## config.mk

```make
export PLATFORM = sky130hd
export DESIGN_NAME = inst_fetch_unit
export DESIGN_NICKNAME = d
export VERILOG_FILES = /design/src/rtl/inst_fetch_unit_pkg.sv /design/src/rtl/inst_fetch_unit_fetch_buffer.sv /design/src/rtl/inst_fetch_unit.sv
export SDC_FILE = /design/constraint.sdc
export NUM_CORES = 1
export LEC_CHECK = 0
export CAP_MARGIN = 40
export CORE_MARGIN = 10
export CORE_UTILIZATION = 52
export DETAILED_ROUTE_END_ITERATION = 10
export HOLD_SLACK_MARGIN = 0.02
export PLACE_DENSITY_LB_ADDON = 0.2
export RECOVER_POWER = 25
export SLEW_MARGIN = 0
export SYNTH_ARGS = -nofsm -noshare
export SYNTH_HDL_FRONTEND = slang
export SYNTH_SLANG_ARGS = --single-unit
```

## constraint.sdc

```tcl
create_clock -name clk -period 6.8 [get_ports clk]
set_input_delay 1.36 -clock clk [delete_from_list [all_inputs] [get_ports clk]]
set_output_delay 1.36 -clock clk [all_outputs]
set_load 0.02 [all_outputs]
```

## src/rtl/inst_fetch_unit_pkg.sv

```systemverilog
// Shared definitions for the instruction fetch unit.
//   - machine width and instruction size
//   - RV32I major opcode constants (used by decode/control alongside fetch)
//   - fetch FSM state encoding
//   - buffer entry layout and PC helpers
package inst_fetch_unit_pkg;

  localparam int XLEN       = 32;
  localparam int INST_BYTES = 4;

  // RV32I major opcodes (inst[6:0])
  localparam logic [6:0] OPC_LOAD     = 7'b000_0011;
  localparam logic [6:0] OPC_MISC_MEM = 7'b000_1111;
  localparam logic [6:0] OPC_OP_IMM   = 7'b001_0011;
  localparam logic [6:0] OPC_AUIPC    = 7'b001_0111;
  localparam logic [6:0] OPC_STORE    = 7'b010_0011;
  localparam logic [6:0] OPC_OP       = 7'b011_0011;
  localparam logic [6:0] OPC_LUI      = 7'b011_0111;
  localparam logic [6:0] OPC_BRANCH   = 7'b110_0011;
  localparam logic [6:0] OPC_JALR     = 7'b110_0111;
  localparam logic [6:0] OPC_JAL      = 7'b110_1111;
  localparam logic [6:0] OPC_ECALL    = 7'b111_0011;

  // Full ecall encoding, for decode to recognise the halt request
  localparam logic [XLEN-1:0] INST_ECALL = 32'h0000_0073;

  typedef enum logic [1:0] {
    IDLE  = 2'd0,
    FETCH = 2'd1,
    HALT  = 2'd2
  } fetch_state_e;

  typedef struct packed {
    logic [XLEN-1:0] inst;
    logic [XLEN-1:0] pc;
  } fetch_entry_t;

  function automatic logic [XLEN-1:0] align_pc(input logic [XLEN-1:0] pc);
    return {pc[XLEN-1:2], 2'b00};
  endfunction

  function automatic logic [XLEN-1:0] next_pc(input logic [XLEN-1:0] pc);
    return pc + XLEN'(INST_BYTES);
  endfunction

endpackage

```

## src/rtl/inst_fetch_unit_fetch_buffer.sv

```systemverilog
// Small synchronous FIFO holding fetched {inst, pc} pairs.
// Ports:
//   clk, rst_n            clock, async active-low reset
//   flush                 empty the FIFO this cycle (overrides push/pop)
//   push, push_inst/pc    write a new entry at the tail
//   pop                   drop the head entry (ignored when empty)
//   head_valid/inst/pc    head entry; data reads 0 when empty
//   count                 current occupancy, used by the top for credits
module inst_fetch_unit_fetch_buffer
  import inst_fetch_unit_pkg::*;
#(
  parameter int DEPTH = 2,
  parameter int CNT_W = $clog2(DEPTH) + 1
) (
  input  logic             clk,
  input  logic             rst_n,
  input  logic             flush,
  input  logic             push,
  input  logic [XLEN-1:0]  push_inst,
  input  logic [XLEN-1:0]  push_pc,
  input  logic             pop,
  output logic             head_valid,
  output logic [XLEN-1:0]  head_inst,
  output logic [XLEN-1:0]  head_pc,
  output logic [CNT_W-1:0] count
);

  localparam int PTR_W = (DEPTH > 1) ? $clog2(DEPTH) : 1;

  fetch_entry_t     mem [DEPTH];
  logic [PTR_W-1:0] wr_ptr;
  logic [PTR_W-1:0] rd_ptr;
  logic             do_pop;
  logic             full;

  function automatic logic [PTR_W-1:0] ptr_inc(input logic [PTR_W-1:0] p);
    return (p == PTR_W'(DEPTH - 1)) ? '0 : p + PTR_W'(1);
  endfunction

  assign head_valid = (count != '0);
  assign full       = (count == CNT_W'(DEPTH));
  assign do_pop     = pop && head_valid;
  // Gate with valid so the head never shows stale or reset-undefined data.
  assign head_inst  = head_valid ? mem[rd_ptr].inst : '0;
  assign head_pc    = head_valid ? mem[rd_ptr].pc   : '0;

  always_ff @(posedge clk or negedge rst_n) begin
    if (!rst_n) begin
      wr_ptr <= '0;
      rd_ptr <= '0;
      count  <= '0;
    end else if (flush) begin
      wr_ptr <= '0;
      rd_ptr <= '0;
      count  <= '0;
    end else begin
      if (push)   wr_ptr <= ptr_inc(wr_ptr);
      if (do_pop) rd_ptr <= ptr_inc(rd_ptr);
      case ({push, do_pop})
        2'b10:   count <= count + CNT_W'(1);
        2'b01:   count <= count - CNT_W'(1);
        default: ;
      endcase
    end
  end

  // Storage needs no reset: entries are only visible through head_valid.
  always_ff @(posedge clk) begin
    if (push && !flush) mem[wr_ptr] <= '{inst: push_inst, pc: push_pc};
  end

  // Credits keep pushes off a full FIFO unless the head leaves the same cycle.
  always_ff @(posedge clk) begin
    if (rst_n && !flush) assert (!(push && full && !do_pop));
  end

endmodule

```

## src/rtl/inst_fetch_unit.sv

```systemverilog
// Instruction fetch unit: issues word reads to instruction memory, collects
// in-order responses into a small buffer and presents {inst, inst_pc} to
// decode. Handles redirects (flush + restart) and the ecall halt.
// Ports:
//   clk, reset_n                         clock, async active-low reset
//   imem_req_valid/ready/addr            fetch request channel
//   imem_resp_valid/data                 in-order response (no back-pressure)
//   inst_valid/ready, inst, inst_pc      instruction channel to decode
//   redirect_valid, redirect_pc          flush and restart at a new PC
//   halt                                 ecall retired, stop fetching
//   halted                               in HALT with nothing outstanding
//
// state | meaning
// ------+-----------------------------------------------------------
// IDLE  | one cycle after reset before fetching starts
// FETCH | issuing requests whenever credits allow
// HALT  | no new requests; in-flight words still land in the buffer
module inst_fetch_unit
  import inst_fetch_unit_pkg::*;
#(
  parameter logic [XLEN-1:0] RESET_PC  = 32'h0,
  parameter int              BUF_DEPTH = 2
) (
  input  logic            clk,
  input  logic            reset_n,
  output logic            imem_req_valid,
  input  logic            imem_req_ready,
  output logic [XLEN-1:0] imem_req_addr,
  input  logic            imem_resp_valid,
  input  logic [XLEN-1:0] imem_resp_data,
  output logic            inst_valid,
  input  logic            inst_ready,
  output logic [XLEN-1:0] inst,
  output logic [XLEN-1:0] inst_pc,
  input  logic            redirect_valid,
  input  logic [XLEN-1:0] redirect_pc,
  input  logic            halt,
  output logic            halted
);

  localparam int CNT_W = $clog2(BUF_DEPTH) + 1;

  fetch_state_e    state;
  logic [XLEN-1:0] fetch_pc;
  logic [XLEN-1:0] resp_pc;
  logic [CNT_W-1:0] outstanding;
  logic [CNT_W-1:0] drop_cnt;
  logic [CNT_W-1:0] occupancy;
  logic [CNT_W:0]   credits_used;
  logic            credit_ok;
  logic            issue;
  logic            push;
  logic            pop;
  logic [XLEN-1:0] redirect_target;

  assign redirect_target = align_pc(redirect_pc);

  // Every slot is either buffered or reserved by a request still in flight,
  // so the buffer can never be overrun by a returning response.
  assign credits_used = {1'b0, outstanding} + {1'b0, occupancy};
  assign credit_ok    = credits_used < (CNT_W + 1)'(BUF_DEPTH);

  assign imem_req_valid = (state == FETCH) && !redirect_valid && credit_ok;
  assign imem_req_addr  = fetch_pc;
  assign issue          = imem_req_valid && imem_req_ready;

  // Responses during a redirect, or owed to an earlier redirect, are dropped.
  assign push = imem_resp_valid && !redirect_valid && (drop_cnt == '0);
  assign pop  = inst_valid && inst_ready;

  assign halted = (state == HALT) && (outstanding == '0);

  always_ff @(posedge clk or negedge reset_n) begin
    if (!reset_n) begin
      state       <= IDLE;
      fetch_pc    <= RESET_PC;
      resp_pc     <= RESET_PC;
      outstanding <= '0;
      drop_cnt    <= '0;
    end else begin
      case ({issue, imem_resp_valid})
        2'b10:   outstanding <= outstanding + CNT_W'(1);
        2'b01:   outstanding <= outstanding - CNT_W'(1);
        default: ;
      endcase

      if (redirect_valid) begin
        // No issue can happen this cycle, so whatever is still in flight
        // after this edge belongs to the old stream and must be discarded.
        state    <= FETCH;
        fetch_pc <= redirect_target;
        resp_pc  <= redirect_target;
        drop_cnt <= imem_resp_valid ? outstanding - CNT_W'(1) : outstanding;
      end else begin
        if (issue) fetch_pc <= next_pc(fetch_pc);
        if (imem_resp_valid) begin
          if (drop_cnt != '0) drop_cnt <= drop_cnt - CNT_W'(1);
          else                resp_pc  <= next_pc(resp_pc);
        end
        case (state)
          IDLE:    state <= FETCH;
          FETCH:   if (halt) state <= HALT;
          HALT:    ;
          default: state <= IDLE;
        endcase
      end
    end
  end

  inst_fetch_unit_fetch_buffer #(
    .DEPTH (BUF_DEPTH),
    .CNT_W (CNT_W)
  ) u_buf (
    .clk        (clk),
    .rst_n      (reset_n),
    .flush      (redirect_valid),
    .push       (push),
    .push_inst  (imem_resp_data),
    .push_pc    (resp_pc),
    .pop        (pop),
    .head_valid (inst_valid),
    .head_inst  (inst),
    .head_pc    (inst_pc),
    .count      (occupancy)
  );

endmodule

```

**Run 1: cell sizes after repair**

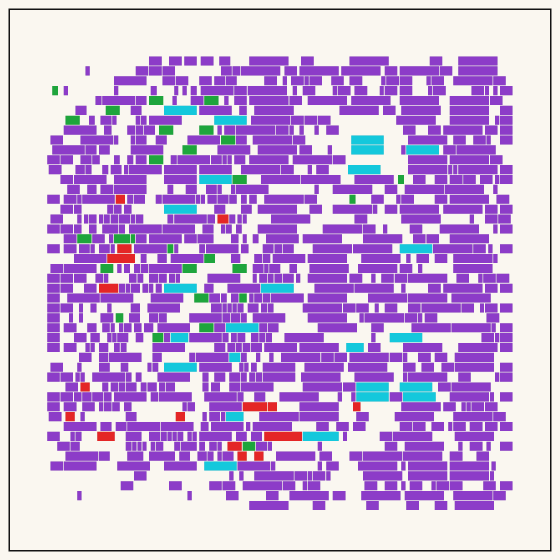
legend:
  cyan:
    size: x6 and larger
    cells: 24
    share: 2.8%
  green:
    size: x2
    cells: 27
    share: 3.2%
  red:
    size: x3 and x4
    cells: 16
    share: 1.9%
  purple:
    size: x1 and smaller
    cells: 785
    share: 92%

**Run 1: placement view**

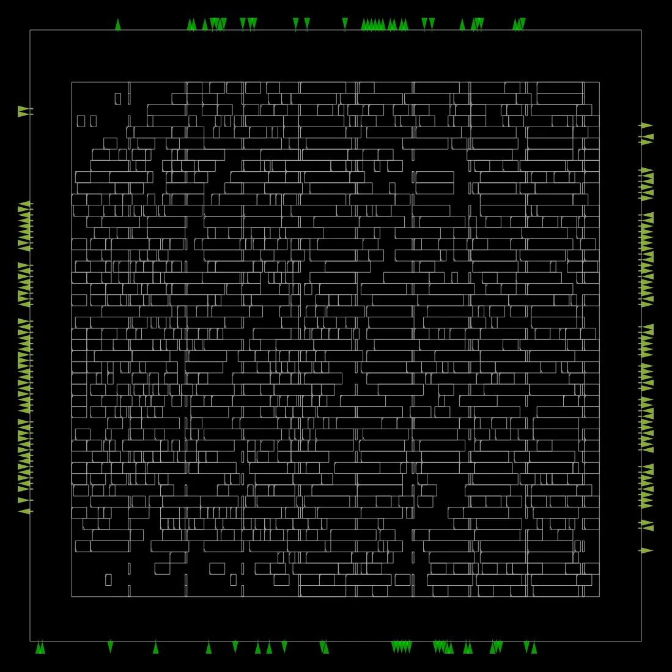
number of standard cells in the final layout excluding fillers: 1068
share of the core filled with cells: 0.6878
number of cell rows: 46

==> run summary, run 1 <==
Reports from this run.

- The classification of the worst-slack hold path reads flip-flop to flip-flop.
- The mean number of vias per cell reads 5.567.
- The critical path is of the primary input to primary output type.
- The checks that failed: max-capacitance violations, max-slew violations.
- The total of flip-flops plus latches after synthesis reads 194.
- The clock sink count reads 194.
- According to the floorplan report, the die width is 148.7 um.
- The stat command in Yosys gives a chip area of 8610 sq um.
- The fraction of the core area occupied by cells at floorplan reads 0.5362.
- The mapped cell area is 8610 sq um.
- The final tally of max-slew violations is 56.
- Across all setup checks in the final design, the least slack found is 1.988 ns.
- The number of cell instances after yosys synthesis reads 678.
- In this run the standard cell core region covers 16060 sq um.
- The growth of design area from synthesis to finish reads 28.28%.
- The register area share after synthesis reads 0.6360.
- Clock tree synthesis inserted a total of 17 buffers.
- The net count of the finished layout reads 916.
- Once the clock tree was built, the resizer swapped 0 gates to a different size.
- The clock tree root buffer cell reads sky130_fd_sc_hd__clkbuf_16.
- Per the detail_route report, DRC violations left total 0.
- The maximum net fanout on the critical path is 45.
- Setup repair after global routing left no endpoint under its margin.
- The OpenROAD report gives the critical path a data arrival time of 3.45 ns.
- The CTS tree is done.
- The timing report gives the clock slew at the launch and capture registers of the worst setup and hold paths as 0.06 ns.
- Buffers added to address setup during post-CTS repair amount to 0.
- The layout filler cell count reads 1121.
- The clock tree skew after final layout is 0.006799 ns.
- In this run the tools logged warnings totalling 28.
- The post-route fraction of the period consumed by the critical path reads 0.7077.
- The minimum clock period after layout reads 4.812 ns.
- The dominant cell type by area after synthesis reads sky130_fd_sc_hd__edfxtp_1.
- The kind of end point of the critical path is a primary output.
- The share of Yosys cell area claimed by the top area cell type reads 0.4325.
- The initial antenna violation count reads 0.
- The remaining antenna violation count reads 0.
- The post-synthesis async set-or-reset flop share reads 0.3608.
- The total global routing track utilization reads 0.1819.
- The count of synthesis-stage warnings from yosys reads 0.
- The final count of hold timing violations reads 0.
- The total power divided by cell area reads 299.3 nW/um^2.
- The clock latency of the later-clocked register in the worst-skew pair is 0.42 ns.
- The worst endpoint required time reads 5.44 ns.
- The fraction of final layout cells sized beyond drive strength 1 reads 0.07864.
- The area of the multi-input gates reads 2962 sq um.
- The antenna diode instance count is 0.
- The post-synthesis cell count reads 678.
- The maximum root-to-sink buffer count reads 2.
- After detailed placement, the total cell area comes to 10500 sq um.
- The initial detailed-routing violation count is 380.
- The number of iterations in the first detailed-routing pass reads 5.
- The pin count of the biggest net entering global routing reads 64.
- The flow ran to the end, but the final reports show violations.
- The wire length of the first global-routing pass reads 31660 um.
- The post-cts hold buffer count reads 0.
- The area used by sequential logic in the layout reads 5479 sq um.
- In this run the maximum-capacitance check reported violations numbering 1.
- The total grt overflow is 0.
- The via count of the first global-routing pass is 5976.
- The post-synthesis area per instance reads 12.70 sq um.
- By count the netlist is led by sky130_fd_sc_hd__edfxtp_1, sky130_fd_sc_hd__nor2_1, sky130_fd_sc_hd__dfrtp_1.
- The average wire per cell in the routed design reads 18.98 um.
**Run 1: routed metal, one colour a layer**

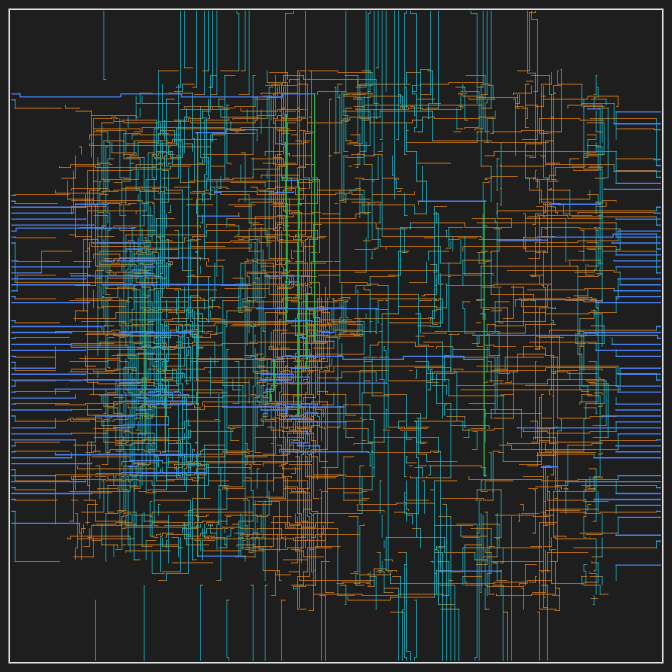
legend:
  orange:
    layer: M1
    wire_length: 8420 um
  green:
    layer: M4
    wire_length: 405 um
  cyan:
    layer: M2
    wire_length: 9560 um
  blue:
    layer: M3
    wire_length: 1880 um

**Run 1: port wiring**

The bar under the picture is 50 um long.
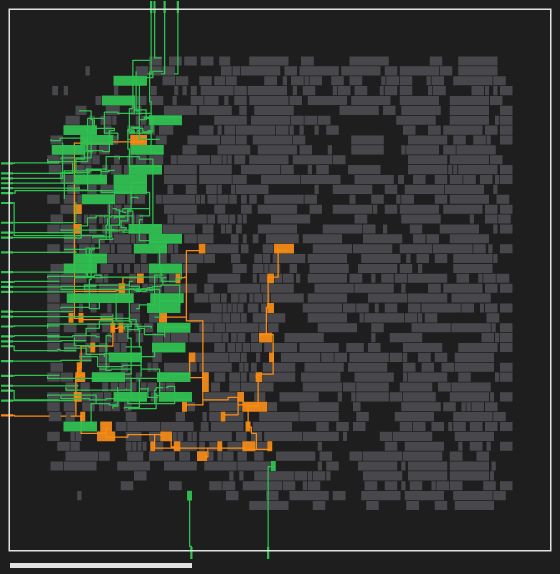
legend:
  orange:
    port: redirect_valid
    bits: 1
    direction: input
    edge: left
    end_cells: 45
    buffers: 2
    wire: 411 um
  green:
    port: imem_req_addr
    bits: 32
    direction: output
    edge: 26 left, 4 top, 2 bottom
    end_cells: 32
    buffers: 30
    wire: 1860 um
number of buffer cells added on primary ports: 163
boundary pin count: 170

==> run 1: cell usage in the layout, fill, tap and decap left out, drive strengths merged, types with 4 or more instances in the layout <==
cell type and instances:
a21boi 6, a21oi 16, a31oi 4, and3 6, and4 5, buf 8, clkbuf 27, clkdlybuf4s50 162
clkinv 5, conb 4, dfrtp 70, edfxtp 124, ha 5, inv 15, mux2 16, mux2i 65
nand2 40, nand2b 7, nand3 27, nand4 22, nor2 89, nor3 9, nor4 9, o211ai 6
o21ai 19, or4 6, xnor2 26, xor2 23
==> run 1: final cells by class <==
type	instances	share of cell area
inverters	14	0.004758
flip-flops and latches	194	0.4961
well taps	216	0.02447
clock inverters	7	0.004192
clock buffers	25	0.04781
multi-input cells	440	0.2682
repair buffers	172	0.1545
==> run 1: critical path, stage by stage <==
cell and delay, ns:
sky130_fd_sc_hd__clkdlybuf4s50_1 0.39, sky130_fd_sc_hd__buf_4 0.28, sky130_fd_sc_hd__or4b_4 0.67, sky130_fd_sc_hd__nor2_1 0.12
sky130_fd_sc_hd__clkdlybuf4s50_1 0.62
==> run 1: power breakdown <==
group          total (mW)  leakage (nW)  switching [mW]  internal, mW
combinational       0.852          1.62           0.463         0.389
clock               0.953         0.284           0.411         0.542
sequential           1.50          1.94           0.108          1.39
total                3.31          3.85           0.982          2.32
==> run 1: logic make-up (layout without fill, tap and decap cells) <==
kind of cell / after synthesis / after routing / share of synthesized area
flip-flops: 194 / 194 / 0.6360
buffers and inverters: 47 / 218 / 0.02412
adder cells (fa/ha/maj): 6 / 6 / 0.009592
AND/OR/NAND/NOR: 235 / 235 / 0.1359
multiplexers: 81 / 81 / 0.09693
XOR/XNOR: 49 / 49 / 0.04985
AND-OR/OR-AND: 65 / 65 / 0.04723
other: 1 / 4 / 0.0004356
==> run 1: sequential cells by signal (all words and copies together), names as in the netlist <==
| name | count |
|---|---|
| drop_cnt | 2 |
| imem_req_addr | 30 |
| outstanding | 2 |
| resp_pc | 30 |
| state | 2 |
| u_buf.count | 2 |
| u_buf.mem | 124 |
| u_buf.rd_ptr | 1 |
| u_buf.wr_ptr | 1 |
==> run 1: layer usage <==
layer / GRT usage / vias to the layer above / wire length (um)
li1: - / 2775 / -
met3: 0.05036 / 29 / 1882
met2: 0.2884 / 268 / 9563
met5: 0 / - / 0
met1: 0.2348 / 2874 / 8424
met4: 0.06293 / 0 / 404
==> run 1: through the flow <==
stage                     hold slack (ns)  power [mW]    util  cells
after global routing               0.5258       3.459  0.6878   1068
final                              0.5116       3.305  0.6878   1068
after floorplan                    0.4421       2.015       -    681
after global placement             0.4704       2.347  0.6503   1034
after CTS                          0.5125       3.337  0.6895   1068
after detailed placement           0.4999       2.385  0.6537   1036
==> run 1: final timing paths <==
path / startpoint / end / slack [ns] / cells past startpoint
worst max register to register: u_buf.count[0] / imem_req_addr[13] / 3.80 / 7
worst max-delay path: redirect_valid / imem_req_valid / 1.99 / 5
worst min-delay path: resp_pc[30] / u_buf.mem[1][30] / 0.51 / 0
max in group asynchronous: reset_n / u_buf.rd_ptr / 2.02 / 3
min in group asynchronous: reset_n / imem_req_addr[11] / 1.12 / 2
worst min register to register: resp_pc[30] / u_buf.mem[1][30] / 0.51 / 0
**Run 1: placed cells, one colour a class**

Fill, decap, tap and diode cells in grey.
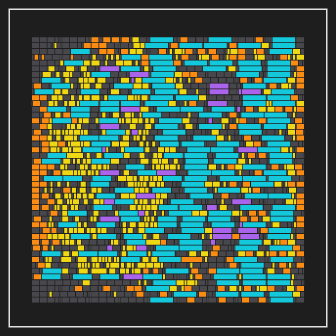

==> run 1 -> run 2 <==
--- a/config.mk
+++ b/config.mk
@@ -7,7 +7,7 @@
 export LEC_CHECK = 0
 export CAP_MARGIN = 40
 export CORE_MARGIN = 10
-export CORE_UTILIZATION = 52
+export CORE_UTILIZATION = 47
 export DETAILED_ROUTE_END_ITERATION = 10
 export HOLD_SLACK_MARGIN = 0.02
 export PLACE_DENSITY_LB_ADDON = 0.2
==> constraint.sdc (replaced) <==
create_clock -name clk -period 4 [get_ports clk]
set_input_delay 0.8 -clock clk [delete_from_list [all_inputs] [get_ports clk]]
set_output_delay 0.8 -clock clk [all_outputs]
set_load 0.02 [all_outputs]
**Run 2: placed cells, one colour a class**

Fill, decap, tap and diode cells in grey.
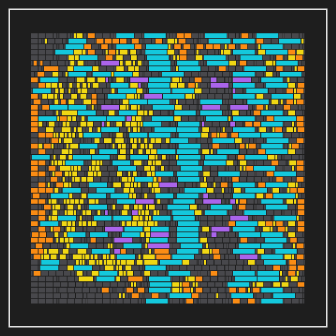
legend:
  yellow:
    class: remaining logic cells
    cells: 454
    share_of_their_area: 28%
  cyan:
    class: registers
    cells: 194
    share_of_their_area: 51%
  orange:
    class: remaining buffers and delay cells
    cells: 177
    share_of_their_area: 16%
  purple:
    class: clock drivers and dummy loads
    cells: 32
    share_of_their_area: 5.0%

==> run 2 against run 1 <==
Effect of this change: the run still ends with max-capacitance violations, max-slew violations left; first-iteration DRC count is 11% lower; clock power rose by 64%; sequential power rose by 71%; via count down 0.22%; critical path type is now flip-flop to primary output.
==> run summary, run 2 <==
Reports from this run.

- The remaining antenna violation count is 0.
- The number of post-CTS setup repair buffers reads 0.
- The portion of total power attributed to the clock network is 0.280.
- The minimum clock period after layout reads 3.680 ns.
- According to the I/O placement log, the pin count is 170.
- The achievable frequency is 271.7 MHz.
- The via count of the first global-routing pass was 6082.
- In this run the worst hold path is classified as flip-flop to flip-flop.
- The most frequently placed logic cell in the final layout reads sky130_fd_sc_hd__clkdlybuf4s50_1.
- In this run the tools logged warnings totalling 28.
- The combinational share of power reads 0.259.
- The slowest stage cell on the critical path reads sky130_fd_sc_hd__clkdlybuf4s50_1.
- The final routed wirelength across all metal layers reads 20880 um.
- In the final layout, the share of cells above drive strength 1 is 0.08285.
- The post-synthesis async set-or-reset flop share is 0.3608.
- The register with the most flip-flops in the layout has 124 of them.
- The worst slack on hold paths reads 0.5019 ns.
- The post-place instance area is 10560 sq um.
- The post-synth count of flops with an enable pin is 124.
- The initial utilization of the core area, before any placement, comes to 0.4793.
- Setup repair after global routing left no endpoint under its margin.
- The initial antenna violation count is 0.
- The slack of the worst reg-to-reg path is 1.04 ns.
- STA classifies the critical path endpoint as a primary output.
- The analysis attributes to net switching a power of 1.686 mW.
- The number of iterations in the first detailed-routing pass reads 5.
- The share of power burned in registers is 0.461.
- The post-synthesis area per instance reads 12.70 sq um.
- The share of Yosys cell area claimed by the top area cell type is 0.4325.
- Post-synthesis, Yosys gives the total cell area as 8610 sq um.
- In this run, the number of DRC markers left after iteration 0 of detailed routing was 338.
- The register bank with the most flops is u_buf.mem.
- The level count of the clock H-tree is 4.
- Counting instances in the post-synthesis netlist gives the leading cell types as sky130_fd_sc_hd__edfxtp_1, sky130_fd_sc_hd__nor2_1, sky130_fd_sc_hd__dfrtp_1.
- The maximum root-to-sink buffer count reads 2.
- The total power divided by cell area is 502.4 nW/um^2.
- Before any placement, the netlist area is recorded as 8610 sq um.
- The mean number of vias per cell reads 5.463.
- The OpenROAD report gives the critical path a data arrival time of 2.88 ns.
- The number of cell rows reads 49.
- The antenna diode instance count is 0.
- The final power report lists total power as 5.579 mW.
- In this run the layout overhead on the synthesized area is reported as 28.98%.
- The routed layout reports a DRC error count of 0.
- The detailed placer reported the number of placed instances as 1053.
- The final count of hold timing violations is 0.
- Per the layout report, the design carries 1398 filler cells.
- The routability-driven placement congestion ratio reads 0.8730.
- The clock drives 194 sinks.
- Of the synthesized area, sequential elements account for 0.6360.
- The dominant cell type by area after synthesis reads sky130_fd_sc_hd__edfxtp_1.
- The horizontal die dimension is 155.3 um.
- The number of gates given a new drive strength after cts is 0.
- The switching portion of total power reads 0.3023.
- The final report gives the core utilization as 0.6182.
- The pin count of the biggest net entering global routing reads 64.
- The clock transition time at the flip-flop clock pins of the worst setup and hold paths reads 0.06 ns.
- The post-synthesis cell count is 678.
- The CTS report gives the tree buffer count as 17.
- Cell internal power was estimated by the tool at 3.893 mW.
- The non-filler instance count after layout is 1086.
- The CTS tree reads done.
- The post-route fraction of the period consumed by the critical path reads 0.9200.
- The post-synthesis cell type count is 55.
- The total global routing track utilization reads 0.1727.
- The worst endpoint required time is 3.20 ns.
- The most common logic cells in the final layout are sky130_fd_sc_hd__clkdlybuf4s50_1, sky130_fd_sc_hd__edfxtp_1, sky130_fd_sc_hd__nor2_1, sky130_fd_sc_hd__dfrtp_1, sky130_fd_sc_hd__mux2i_1.
- The peak per-stage delay on the critical path is 0.62 ns.
- The root buffer cell chosen for the clock tree is sky130_fd_sc_hd__clkbuf_16.
- The flow ran to the end, but the final reports show violations.
- The count of buffers added on input and output ports is 163.
- The number of maximum-capacitance violations is 1.
- The final reports fail on max-capacitance violations, max-slew violations.
- The post-cts hold buffer count reads 0.
- For this run the aggregate overflow at the end of global routing stands at 0.
- The total of flip-flops plus latches after synthesis is 194.
- STA lists the maximum fanout along the critical path as 6.
- The clock latency of the later-clocked register in the worst-skew pair is 0.43 ns.
- In the final run the clock tree shows a worst skew of 0.01389 ns.
- The net count of the finished layout is 921.
- Walking the worst path, the cells encountered are and2_1, fa_1, or4b_4, nor2_1, clkdlybuf4s50_1.
- The final tally of max-slew violations reads 35.
- The synthesis report lists the Yosys warning total as 0.
- The floorplan core area reads 17960 sq um.
- Looking at the gate-level netlist, the highest instance count belongs to sky130_fd_sc_hd__edfxtp_1.
- The critical setup path kind reads flip-flop to primary output.
- For this sky-water flow run, the detailed-routed wirelength per cell is reported as 19.23 um.
- The wire length of the first global-routing pass is 33080 um.
- The final worst setup slack is 0.3199 ns.
- The estimated wirelength of the detail-placed design reads 15090 um.
- The number of cell instances after yosys synthesis is 678.
-- run 2: final timing paths --
check,startpoint,end,cells past startpoint
worst max-delay path,u_buf.count[0],imem_req_valid,5
worst min-delay path,state[0],state[1],1
worst max register to register,u_buf.count[0],imem_req_addr[13],7
worst min register to register,state[0],state[1],1
max in group asynchronous,reset_n,resp_pc[13],2
min in group asynchronous,reset_n,imem_req_addr[12],2
-- run 2: critical path: cells and delay by family (launching register included) --
family                     cells  cell delay (ns)
adders and majority gates      1             0.48
buffers and inverters          1             0.62
DFF                            1             0.46
and+or+nand+nor                3             0.91
-- run 2: power by group through the flow --
stage,Clock [mW],Sequential (mW),Combinational (mW)
final,1.56,2.57,1.45
after global routing,1.69,2.60,1.58
after CTS,1.60,2.57,1.48
after detailed placement,0,2.61,1.47
after global placement,0,2.59,1.44
after floorplan,0,2.56,0.860
-- run 2: metal layers --
layer | global-route usage | share of wire | vias up
met3 | 0.05955 | 0.083 | 27
li1 | - | - | 2796
met4 | 0.05838 | 0.019 | 0
met2 | 0.2725 | 0.47 | 264
met1 | 0.2171 | 0.43 | 2846
met5 | 0 | 0 | -
-- run 2: cell families (layout without fill, tap and decap cells) --
logic type               after synthesis  after routing  share of synthesized area
other                                  1              4                  0.0004356
multiplexers                          81             81                    0.09693
AND/OR/NAND/NOR                      235            235                     0.1359
AND-OR/OR-AND                         65             65                    0.04723
buffers and inverters                 47            223                    0.02412
adder cells (fa/ha/maj)                6              6                   0.009592
flip-flops                           194            194                     0.6360
XOR/XNOR                              49             49                    0.04985
-- run 2: cell type report --
cell class | instances | area [sq um] | area share
flip-flops and latches | 194 | 5479 | 0.4934
inverters | 14 | 52.55 | 0.004732
multi-input cells | 440 | 2968 | 0.2673
clock inverters | 13 | 110.1 | 0.009916
repair buffers | 177 | 1775 | 0.1599
clock buffers | 19 | 432.9 | 0.03899
well taps | 229 | 286.5 | 0.02580
==> run 2 -> run 3 <==
--- a/config.mk
+++ b/config.mk
@@ -8,6 +8,7 @@
 export CAP_MARGIN = 40
 export CORE_MARGIN = 10
 export CORE_UTILIZATION = 47
+export CTS_CLUSTER_DIAMETER = 150
 export DETAILED_ROUTE_END_ITERATION = 10
 export HOLD_SLACK_MARGIN = 0.02
 export PLACE_DENSITY_LB_ADDON = 0.2
**Run 3: cell sizes after repair**

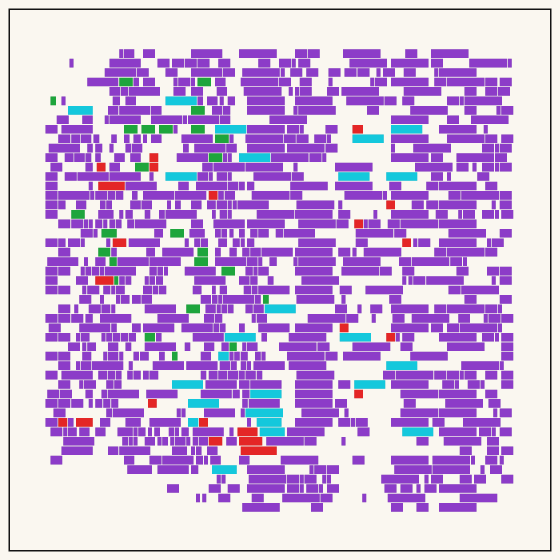
legend:
  cyan:
    size: x6 and larger
    cells: 24
    share: 2.8%
  purple:
    size: x1 and smaller
    cells: 786
    share: 92%
  green:
    size: x2
    cells: 25
    share: 2.9%
  red:
    size: x3 and x4
    cells: 22
    share: 2.6%
final worst slack: 0.3199 ns
number of buffers other than clock buffers in the final layout: 177
Syn-to-layout area delta: 28.98%
Post-Layout Inst Area: 11100 sq um

==> run 3 against run 2 <==
Effect of this change: the flow still finishes with violations (max-capacitance violations, max-slew violations); synthesized cell count is the same; clock-buffer cell count is the same; cell count is the same; fmax is the same; worst setup slack is the same; global-route usage is the same; die area is the same; largest cell class unchanged; wire length is the same; critical path type unchanged; non-clock buffer count is the same.
==> run summary, run 3 <==
Reports from this run.

- The run finished, with violations left.
- The final reports fail on max-capacitance violations, max-slew violations.
- The number of remaining DRC errors reads 0.
- In this run, the synthesized area fraction spent on xor and xnor cells is recorded as 0.04985.
- The maximum vdd ir drop is 0.3038 mV.
- In the placement report, post-DP HPWL is listed as 15090 um.
- The slew at the pin closest to its max-slew limit is 2.028 ns.
- Of the total power, the share spent switching nets is 0.3023.
- The worst reg2reg path startpoint reads u_buf.count[0].
- The number of cells after detailed placement reads 1053.
- The share of power burned in registers reads 0.461.
- The achievable frequency is 271.7 MHz.
- The fraction of final layout cells sized beyond drive strength 1 is 0.08285.
- The slowest stage cell on the critical path is sky130_fd_sc_hd__clkdlybuf4s50_1.
- The post-synthesis cell count is 678.
- The number of gates given a new drive strength after cts reads 0.
- The initial antenna violation count is 0.
- The final max-slew violation count recorded for this run is 35.
- Data on the critical path is required at its endpoint by 3.20 ns.
- The routability-driven placement congestion ratio is 0.8730.
- The total grt overflow reads 0.
- The met1 wire length reads 8933 um.
- The buffer_ports step reported a buffer count of 163.
- The number of iterations in the first detailed-routing pass reads 5.
- The floorplan core area reads 17960 sq um.
- The area fraction in and, or, nand and nor cells is 0.1359.
- The cell internal power dissipation is 3.893 mW.
- The clock sink count reads 194.
- The chip area line of the yosys report is 8610 sq um.
- The vertical die size reads 155.3 um.
- Endpoints failing hold in the final report were tallied at 0.
- The via count of the routed design reads 5933.
- The total power divided by cell area is 502.4 nW/um^2.
- In the final timing run, aggregate negative setup slack is 0 ns.
- The register bank with the most flops reads u_buf.mem.
- The post-synthesis area per instance is 12.70 sq um.
- The critical path is of the flip-flop to primary output type.
- The clock tree skew after final layout is 0.01389 ns.
- The kind of end point of the critical path is a primary output.
- In this run, the synthesized area fraction spent on adder and majority cells is recorded as 0.009592.
- The worst setup path is launched from a flip-flop.
- For this design, Yosys synthesis ends with a cell count of 678.
- The critical register-to-register path endpoint reads imem_req_addr[13].
- The pin count of the biggest net entering global routing is 64.
- The multiplexer area fraction after synthesis reads 0.09693.
- The power report attributes to the combinational group a share of 0.259.
- The die footprint reads 24130 sq um.
- Measured in cells, the most critical reg-to-reg path has a length of 7.
- The post-synthesis cell type count is 55.
- The register area share after synthesis reads 0.6360.
- The dominant cell type by area after synthesis reads sky130_fd_sc_hd__edfxtp_1.
- The AND-OR/OR-AND share of the synthesized area is 0.04723.
- The level count of the clock H-tree reads 4.
- Setup repair after global routing left no endpoint under its margin.
- The average wire per cell in the routed design is 19.23 um.
- The final report lists a non-filler cell total of 1086.
- The dominant register cell reads sky130_fd_sc_hd__edfxtp_1.
- The fraction of the core area occupied by cells at floorplan reads 0.4793.
- Yosys shows that the main logic family after synthesis is simple AND/OR/NAND/NOR gates.
- Per the slew report, the remaining headroom to the max-slew limit stands at -0.3518.
- The number of maximum-capacitance violations is 1.
- The timing report gives the clock slew at the launch and capture registers of the worst setup and hold paths as 0.06 ns.
- The flip-flop count of the largest register, all copies and words added reads 124.
- For this run, the slowest stage of the critical path takes 0.62 ns.
- The number of buffers created by CTS is 17.
- Signal routing reaches up to met4.
- In the post-synthesis netlist, the biggest area contributors are sky130_fd_sc_hd__edfxtp_1, sky130_fd_sc_hd__dfrtp_1, sky130_fd_sc_hd__mux2i_1, sky130_fd_sc_hd__nor2_1, sky130_fd_sc_hd__xnor2_1.
- The leakage power reads 3.849 nW.
- The remaining antenna violation count reads 0.
- The net count of the finished layout reads 921.
- By instance count after routing, the leading logic cell types are sky130_fd_sc_hd__clkdlybuf4s50_1, sky130_fd_sc_hd__edfxtp_1, sky130_fd_sc_hd__nor2_1, sky130_fd_sc_hd__dfrtp_1, sky130_fd_sc_hd__mux2i_1.
- Summing over the stages, the warning tally comes to 28.
- Clock tree synthesis selected as its root buffer the cell sky130_fd_sc_hd__clkbuf_16.
- The maximum root-to-sink buffer count is 2.
- Across all register-to-register paths, the minimum setup slack is 1.04 ns.
- Yosys printed 0 warnings.
- The most instantiated library cell after synthesis is sky130_fd_sc_hd__edfxtp_1.
- The share of Yosys cell area claimed by the top area cell type is 0.4325.
- The hold path endpoint is state[1].
- The via count of the first global-routing pass is 6082.
- The mean number of vias per cell reads 5.463.
- After synthesis the cells add up to 8610 sq um.
- The post-synthesis async set-or-reset flop share reads 0.3608.
- Wire segments on met2 add up to 9830 um in the final route.
- The total global routing track utilization reads 0.1727.
- The number of post-CTS setup repair buffers reads 0.
- The report lists the cells along the critical path as and2_1, fa_1, or4b_4, nor2_1, clkdlybuf4s50_1.
- The antenna diode instance count reads 0.
- The first global-routing pass estimated 33080 um of wire.
- The maximum net fanout on the critical path is 6.
- The initial detailed-routing violation count is 338.
- By count the netlist is led by sky130_fd_sc_hd__edfxtp_1, sky130_fd_sc_hd__nor2_1, sky130_fd_sc_hd__dfrtp_1.
- The net switching component of the power reads 1.686 mW.
- The length of routed met3 wiring reads 1726 um.
- The post-synth count of flops with an enable pin is 124.
- The post-cts hold buffer count is 0.
- The clock latency of the later-clocked register in the worst-skew pair reads 0.43 ns.
- According to the floorplan report, the die width is 155.3 um.
- The number of top-level design ports is 170.
- The most frequently placed logic cell in the final layout reads sky130_fd_sc_hd__clkdlybuf4s50_1.
- The signal arrival time at the worst endpoint reads 2.88 ns.
- The total of flip-flops plus latches after synthesis reads 194.
- The final routed wirelength across all metal layers reads 20880 um.
- The CTS tree reads done.
- The count of final setup violators is 0.
- The floorplan has 49 rows.
- The most critical min-delay path falls under flip-flop to flip-flop.
- STA lists the startpoint of the worst hold path as state[0].
- The post-route fraction of the period consumed by the critical path is 0.9200.
- The worst hold path cell count is 1.
- Counting I/O delays and the setup requirement, the final critical path takes 3.680 ns.
- The total power draw reads 5.579 mW.
- The portion of total power attributed to the clock network is 0.280.
[run 3: cell counts in the layout (fill, tap and decap cells not counted)]
Identical to the previous run, type by type.
[run 3: layout make-up]
cell class                 count  area, sq um
fill                        1398         6859
sequential                   194         5479
multi-input combinational    440         2968
timing repair buffer         177         1775
clock buffer                  19        432.9
tap                          229        286.5
clock inverter                13        110.1
inverter                      14        52.55
[run 3: how the worst max path moves through the flow]
| stage | endpoint | cells past startpoint | start | slack [ns] |
|---|---|---|---|---|
| 2_1_floorplan | u_buf.mem[1][10] | 4 | imem_resp_valid | 0.50 |
| 3_3_place_gp | imem_req_valid | 4 | redirect_valid | 0.60 |
| 3_5_place_dp | imem_req_valid | 4 | redirect_valid | 0.62 |
| 4_1_cts | imem_req_valid | 5 | u_buf.count[0] | 0.31 |
| 5_1_grt | imem_req_valid | 5 | u_buf.count[0] | 0.23 |
| 6_report | imem_req_valid | 5 | u_buf.count[0] | 0.32 |
[run 3: worst max-delay path: cells and delay by family, from the launching register on]
family                   cells  cell delay (ns)
AND/OR/NAND/NOR              3             0.91
buffers and inverters        1             0.62
adder cells (fa/ha/maj)      1             0.48
flip-flops                   1             0.46
[run 3: power groups by stage]
| stage | logic [mW] | clock network, mW | registers, mW |
|---|---|---|---|
| 6_report | 1.45 | 1.56 | 2.57 |
| 5_1_grt | 1.58 | 1.69 | 2.60 |
| 4_1_cts | 1.48 | 1.60 | 2.57 |
| 3_5_place_dp | 1.47 | 0 | 2.61 |
| 3_3_place_gp | 1.44 | 0 | 2.59 |
| 2_1_floorplan | 0.860 | 0 | 2.56 |
[run 3: metrics by stage]
| stage | setup WS [ns] | util | instance area (sq um) | hold slack, ns |
|---|---|---|---|---|
| floorplan | 0.4997 | - | 8643 | 0.4421 |
| global placement | 0.5996 | 0.5868 | 10540 | 0.4805 |
| detailed placement | 0.6162 | 0.5879 | 10560 | 0.4926 |
| CTS | 0.3051 | 0.6181 | 11100 | 0.4164 |
| global route | 0.2255 | 0.6182 | 11100 | 0.5294 |
| finish | 0.3199 | 0.6182 | 11100 | 0.5019 |
[run 3: kinds of logic after synthesis]
kind of cell,count (synthesis)
AOI/OAI and AO/OA,65
xor gates and xnor gates,49
adders and majority gates,6
buffers and inverters,47
DFF,194
muxes,81
other,1
and+or+nand+nor,235
[run 3: metal layers]
| layer | track usage | vias to the layer above |
|---|---|---|
| met2 | 0.2725 | 264 |
| met4 | 0.05838 | 0 |
| met1 | 0.2171 | 2846 |
| met3 | 0.05955 | 27 |
| li1 | - | 2796 |
| met5 | 0 | - |
Power and IR drop assume default switching activity.
